**Run 1: placement view**

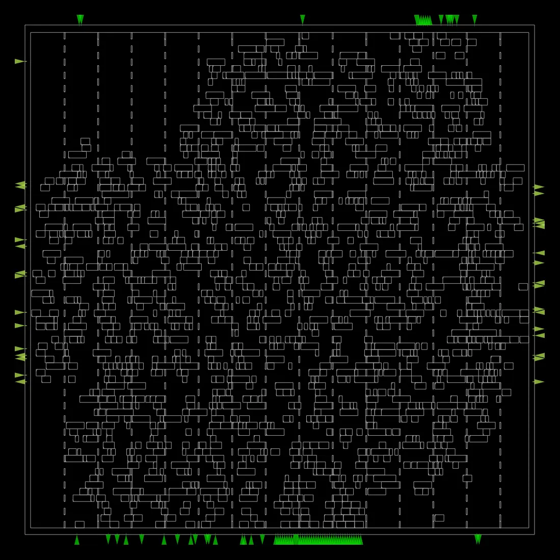
**Run 1: metal layers overlaid**

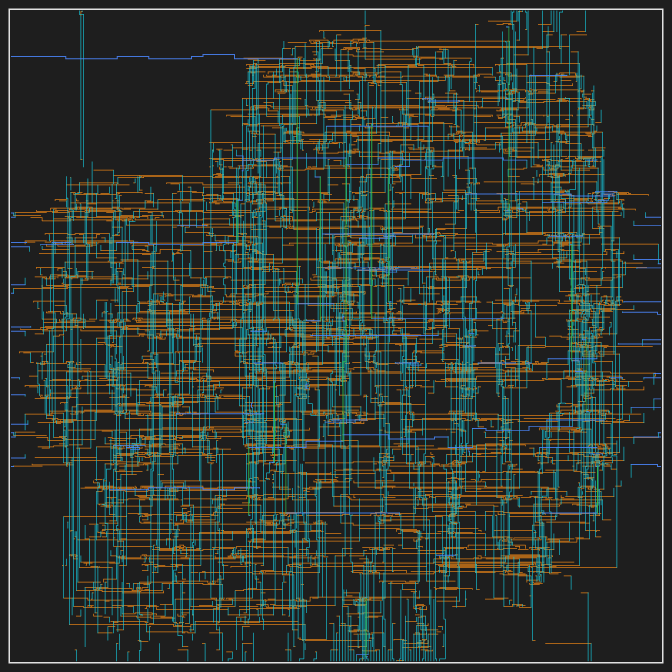
**Run 1: port wiring**

Bar = 50 um.
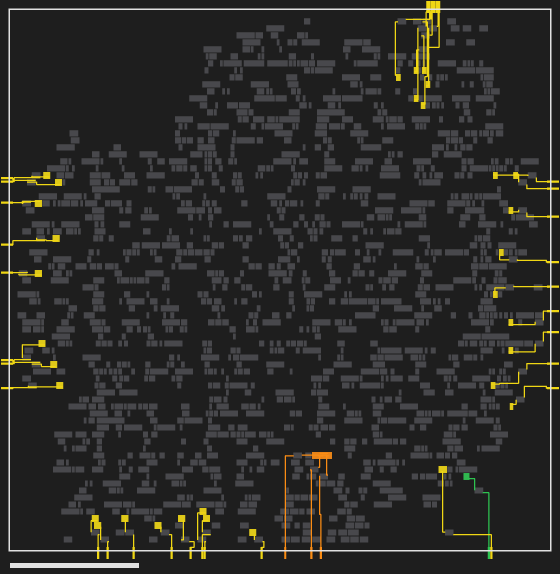
===== config.mk =====
export PLATFORM = sky130hd
export DESIGN_NAME = mmio_timer
export DESIGN_NICKNAME = d
export VERILOG_FILES = /design/src/rtl/mmio_timer.sv
export SDC_FILE = /design/constraint.sdc
export NUM_CORES = 1
export LEC_CHECK = 0
export CORE_MARGIN = 2
export CORE_UTILIZATION = 25
export CTS_BUF_LIST = sky130_fd_sc_hd__clkbuf_4 sky130_fd_sc_hd__clkbuf_8
export DETAILED_ROUTE_END_ITERATION = 6
export PLACE_DENSITY = 0.37
export SLEW_MARGIN = 20
export SYNTH_ARGS = -nofsm -noshare
export SYNTH_HDL_FRONTEND = slang
export SYNTH_SLANG_ARGS = --single-unit

===== constraint.sdc =====
create_clock -name clk -period 3.84 [get_ports clk]
set_input_delay 0.576 -clock clk [delete_from_list [all_inputs] [get_ports clk]]
set_output_delay 0.576 -clock clk [all_outputs]
set_load 0.02 [all_outputs]

===== src/rtl/mmio_timer.sv =====
// Memory-mapped machine timer: 64-bit mtime with prescaler, mtimecmp compare and sticky interrupt.
// Build option: define MMIO_TIMER_AUTO_RELOAD_EN for CTRL.auto_reload and the PERIOD register.
module mmio_timer #(
  parameter logic [31:0] BASE_ADDR  = 32'h8000_0000,
  parameter int          PRESCALE_W = 16
) (
  input  logic        clk,
  input  logic        rst,
  input  logic        rd_en,
  input  logic        wr_en,
  input  logic [31:0] addr,
  input  logic [2:0]  mem_acc_mode,
  input  logic [31:0] wdata,
  output logic [31:0] rdata,
  output logic        sel,
  output logic        timer_interrupt
);

  localparam logic [2:0] IDX_MTIME_LO = 3'd0;
  localparam logic [2:0] IDX_MTIME_HI = 3'd1;
  localparam logic [2:0] IDX_CMP_LO   = 3'd2;
  localparam logic [2:0] IDX_CMP_HI   = 3'd3;
  localparam logic [2:0] IDX_CTRL     = 3'd4;
  localparam logic [2:0] IDX_PRESCALE = 3'd5;
  localparam logic [2:0] IDX_STATUS   = 3'd6;
  localparam logic [2:0] IDX_PERIOD   = 3'd7;

  logic                  hit;
  logic                  wr_ok;
  logic [2:0]            idx;
  logic                  wr_mtime_lo, wr_mtime_hi, wr_cmp_lo, wr_cmp_hi;
  logic                  wr_ctrl, wr_prescale, wr_status;

  logic [63:0]           mtime;
  logic [63:0]           mtimecmp;
  logic                  en;
  logic                  irq_en;
  logic [PRESCALE_W-1:0] prescale;
  logic [PRESCALE_W-1:0] pscnt;
  logic                  pending;
  logic                  cmp_prev;
  logic                  cmp_now;
  logic                  cmp_event;
  logic                  tick;
  logic [31:0]           ctrl_rd;
  logic [31:0]           period_rd;

  assign hit   = (addr[31:5] == BASE_ADDR[31:5]) && (addr[1:0] == 2'b00);
  assign sel   = hit & (rd_en | wr_en);
  assign wr_ok = wr_en & hit & (mem_acc_mode == 3'b010);
  assign idx   = addr[4:2];

  assign wr_mtime_lo = wr_ok && (idx == IDX_MTIME_LO);
  assign wr_mtime_hi = wr_ok && (idx == IDX_MTIME_HI);
  assign wr_cmp_lo   = wr_ok && (idx == IDX_CMP_LO);
  assign wr_cmp_hi   = wr_ok && (idx == IDX_CMP_HI);
  assign wr_ctrl     = wr_ok && (idx == IDX_CTRL);
  assign wr_prescale = wr_ok && (idx == IDX_PRESCALE);
  assign wr_status   = wr_ok && (idx == IDX_STATUS);

  assign tick      = en && (pscnt == '0);
  assign cmp_now   = (mtime >= mtimecmp);
  assign cmp_event = cmp_now & ~cmp_prev;

  // Only registered state feeds the interrupt, so it cannot glitch on bus activity.
  assign timer_interrupt = pending & irq_en;

`ifdef MMIO_TIMER_AUTO_RELOAD_EN
  logic        auto_reload;
  logic [31:0] period;
  logic        wr_period;

  assign wr_period = wr_ok && (idx == IDX_PERIOD);
  assign ctrl_rd   = {29'h0, auto_reload, irq_en, en};
  assign period_rd = period;

  always_ff @(posedge clk) begin
    if (rst) begin
      auto_reload <= 1'b0;
      period      <= '0;
    end else begin
      if (wr_ctrl)   auto_reload <= wdata[2];
      if (wr_period) period      <= wdata;
    end
  end
`else
  assign ctrl_rd   = {30'h0, irq_en, en};
  assign period_rd = 32'h0;
`endif

  always_ff @(posedge clk) begin
    if (rst) begin
      en       <= 1'b0;
      irq_en   <= 1'b0;
      prescale <= '0;
      pscnt    <= '0;
    end else begin
      if (wr_ctrl) begin
        en     <= wdata[0];
        irq_en <= wdata[1];
      end
      if (wr_prescale) prescale <= wdata[PRESCALE_W-1:0];
      if (wr_prescale)  pscnt <= wdata[PRESCALE_W-1:0];
      else if (tick)    pscnt <= prescale;
      else if (en)      pscnt <= pscnt - PRESCALE_W'(1);
    end
  end

  // A software write to either half wins over the tick; the increment is dropped.
  always_ff @(posedge clk) begin
    if (rst) begin
      mtime <= '0;
    end else if (wr_mtime_lo) begin
      mtime[31:0] <= wdata;
    end else if (wr_mtime_hi) begin
      mtime[63:32] <= wdata;
    end else if (tick) begin
      mtime <= mtime + 64'd1;
    end
  end

  always_ff @(posedge clk) begin
    if (rst) begin
      mtimecmp <= '1;
    end else if (wr_cmp_lo) begin
      mtimecmp[31:0] <= wdata;
    end else if (wr_cmp_hi) begin
      mtimecmp[63:32] <= wdata;
`ifdef MMIO_TIMER_AUTO_RELOAD_EN
    end else if (cmp_event && auto_reload) begin
      mtimecmp <= mtimecmp + {32'h0, period};
`endif
    end
  end

  // Clearing cmp_prev on a compare write re-arms the edge detector for the new value.
  always_ff @(posedge clk) begin
    if (rst) begin
      cmp_prev <= 1'b0;
      pending  <= 1'b0;
    end else begin
      cmp_prev <= (wr_cmp_lo || wr_cmp_hi) ? 1'b0 : cmp_now;
      if (cmp_event)                   pending <= 1'b1;
      else if (wr_status && wdata[0])  pending <= 1'b0;
    end
  end

  always_comb begin
    rdata = 32'h0;
    if (rd_en && hit) begin
      case (idx)
        IDX_MTIME_LO: rdata = mtime[31:0];
        IDX_MTIME_HI: rdata = mtime[63:32];
        IDX_CMP_LO:   rdata = mtimecmp[31:0];
        IDX_CMP_HI:   rdata = mtimecmp[63:32];
        IDX_CTRL:     rdata = ctrl_rd;
        IDX_PRESCALE: rdata = 32'(prescale);
        IDX_STATUS:   rdata = {31'h0, pending};
        IDX_PERIOD:   rdata = period_rd;
        default:      rdata = 32'h0;
      endcase
    end
  end

endmodule


==> qor.csv, run 1 <==
metric;value;unit
status;complete, no violations;
largest_cell_class;logic gates;
final_cell_mix;164 x dfxtp_1, 147 x nor2_1, 124 x nand2_1, 100 x clkdlybuf4s50_1, 95 x a21oi_1;
row_count;75;
cp_common_cell;clkdlybuf4s50_1;
critPathCapture;rdata[16];
hold_viol;0;
first_global_vias;10200;
ctsResizeCount;0;
worstPathArrival;3.08;ns
yosys_area;10600;um^2
seq_area;3280;um^2
compound_area_share;23.5;%
final_area;12800;um^2
signal_buffers;151;
grt.busiest_layer;met2;
met1_length;18.9;mm
intPower;0.00258;W
swShare;25.1;%
mi_logic_area;6690;um^2
route.met2.wl;19.3;mm
max_freq;274;MHz
path_max_fanout;16;
ys_seq_share;31.0;%
seq_power_share;49.4;%
place.gp.congestion;0.769;
leakage;5.02;nW
yosys.area_share.simple;23.2;%
period_needed;3.66;ns
critPathKind;in2out;
seq_area_share;25.6;%
slew_viol_final;0;
initial_core_util;25.3;%
synth_top_area_share;31.0;%
drt_iter0_drc;600;
num_vias;10200;
timing.final.ws_setup;0.184;ns
pg_comb;0.000245;W
setup-violations-final;0;
antenna_cells;0;
maxPowerGroup;sequential cells;
fp.coreArea;41900;um^2
reg2reg_to;mtime[20];
ys_top_cells_by_count;164 x dfxtp_1, 147 x nor2_1, 124 x nand2_1;
met3WireLength;1.21;mm
end_kind;output port;
drc;0;
p_per_area;268;nW/um^2
first_pass_iters;5;
slowest_delay;0.65;ns
post_drt_via_cell_ratio;5.17;
flops;164;
About 'placement view':
fillers: 4534
Core Util, Final: 30.7%

About 'metal layers overlaid':
met1 -> orange  # wire length 18900 um
met2 -> cyan  # wire length 19300 um
met3 -> blue  # wire length 1210 um
met4 -> green  # wire length 566 um
average routed wire per standard cell: 20.2 um
GRT Resource Usage Total: 18.4%
final wirelength: 39.9 mm

About 'port wiring':
`rdata` -> yellow  # bits 32, direction output, edge 9 bottom, 9 right, 8 left, 6 top, end cells 32, buffers 32, wire 673 um
`mem_acc_mode` -> orange  # bits 3, direction input, edge bottom, end cells 2, buffers 3, wire 128 um
`timer_interrupt` -> green  # bits 1, direction output, edge bottom, end cells 1, buffers 1, wire 30.9 um
port bufs: 104
Boundary Pins: 105

==> run 2, diff against run 1 <==
Settings changed: GPL_ROUTABILITY_DRIVEN from default to 0.
**Run 2: cell classes on the final placement**

Fill, decap, tap and diode cells in grey.
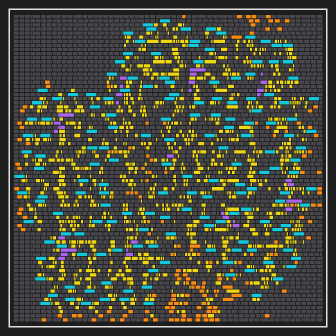
clock drivers and dummy loads -> purple  # cells 32
other buffers and delay cells -> orange  # cells 151
flops -> cyan  # cells 164
all other logic -> yellow  # cells 1094
flop share of the area: 25.6%
placement row count: 75

**Run 2: placement view**

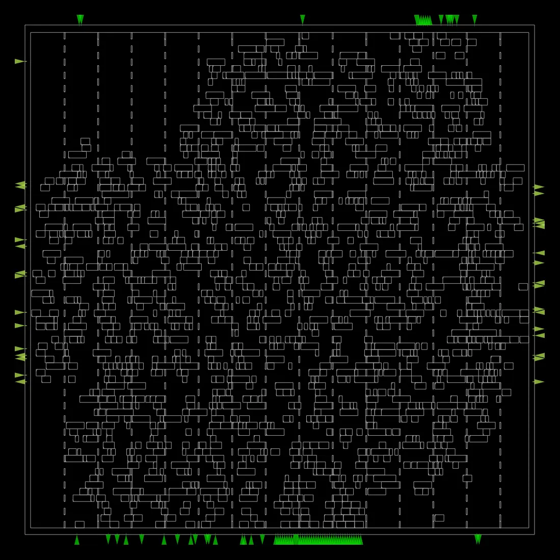
fin cells: 1980
Core ar.: 41900 um^2

==> run 2 against run 1 <==
  * First-iteration DRC count unchanged
  * Combinational power barely moved
  * Power did not move
  * Highest routed layer unchanged
  * Count of clock-buffer cells in the layout unchanged
  * Setup slack stayed put
  * Wire length did not move
  * Register-to-register slack about the same
  * Final cell count unchanged
==> qor.csv, run 2 <==
metric;value;unit
yosys.area_share.simple;23.2;%
final_area;12800;um^2
critPathKind;in2out;
grt_usage;18.4;%
hp-class;reg2reg;
met3WireLength;1.21;mm
slew_viol_final;0;
p_clk;0.00150;W
maxPowerGroup;sequential cells;
slowest_delay;0.65;ns
pg_comb;0.000245;W
path_max_fanout;16;
num_vias;10200;
ctsResizeCount;0;
drt_iter0_drc;600;
status;complete, no violations;
postLayoutCoreUtil;30.7;%
intPower;0.00258;W
flops;164;
first_global_vias;10200;
port_buffers;104;
largest_cell_class;logic gates;
ys_seq_share;31.0;%
seq_area;3280;um^2
total_power;0.00344;W
swShare;25.1;%
mi_logic_area;6690;um^2
critPathCapture;rdata[16];
signal_buffers;151;
fillCellCount;4534;
p_per_area;268;nW/um^2
wire_per_inst;20.2;um
worstPathArrival;3.08;ns
ioPinCount;105;
timing.final.ws_setup;0.184;ns
cp_common_cell;clkdlybuf4s50_1;
reg2reg_to;mtime[20];
antenna_cells;0;
initial_core_util;25.3;%
leakage;5.02;nW
post_drt_via_cell_ratio;5.17;
seq_power_share;49.4;%
setup-violations-final;0;
max_freq;274;MHz
Power and IR drop assume default switching activity.
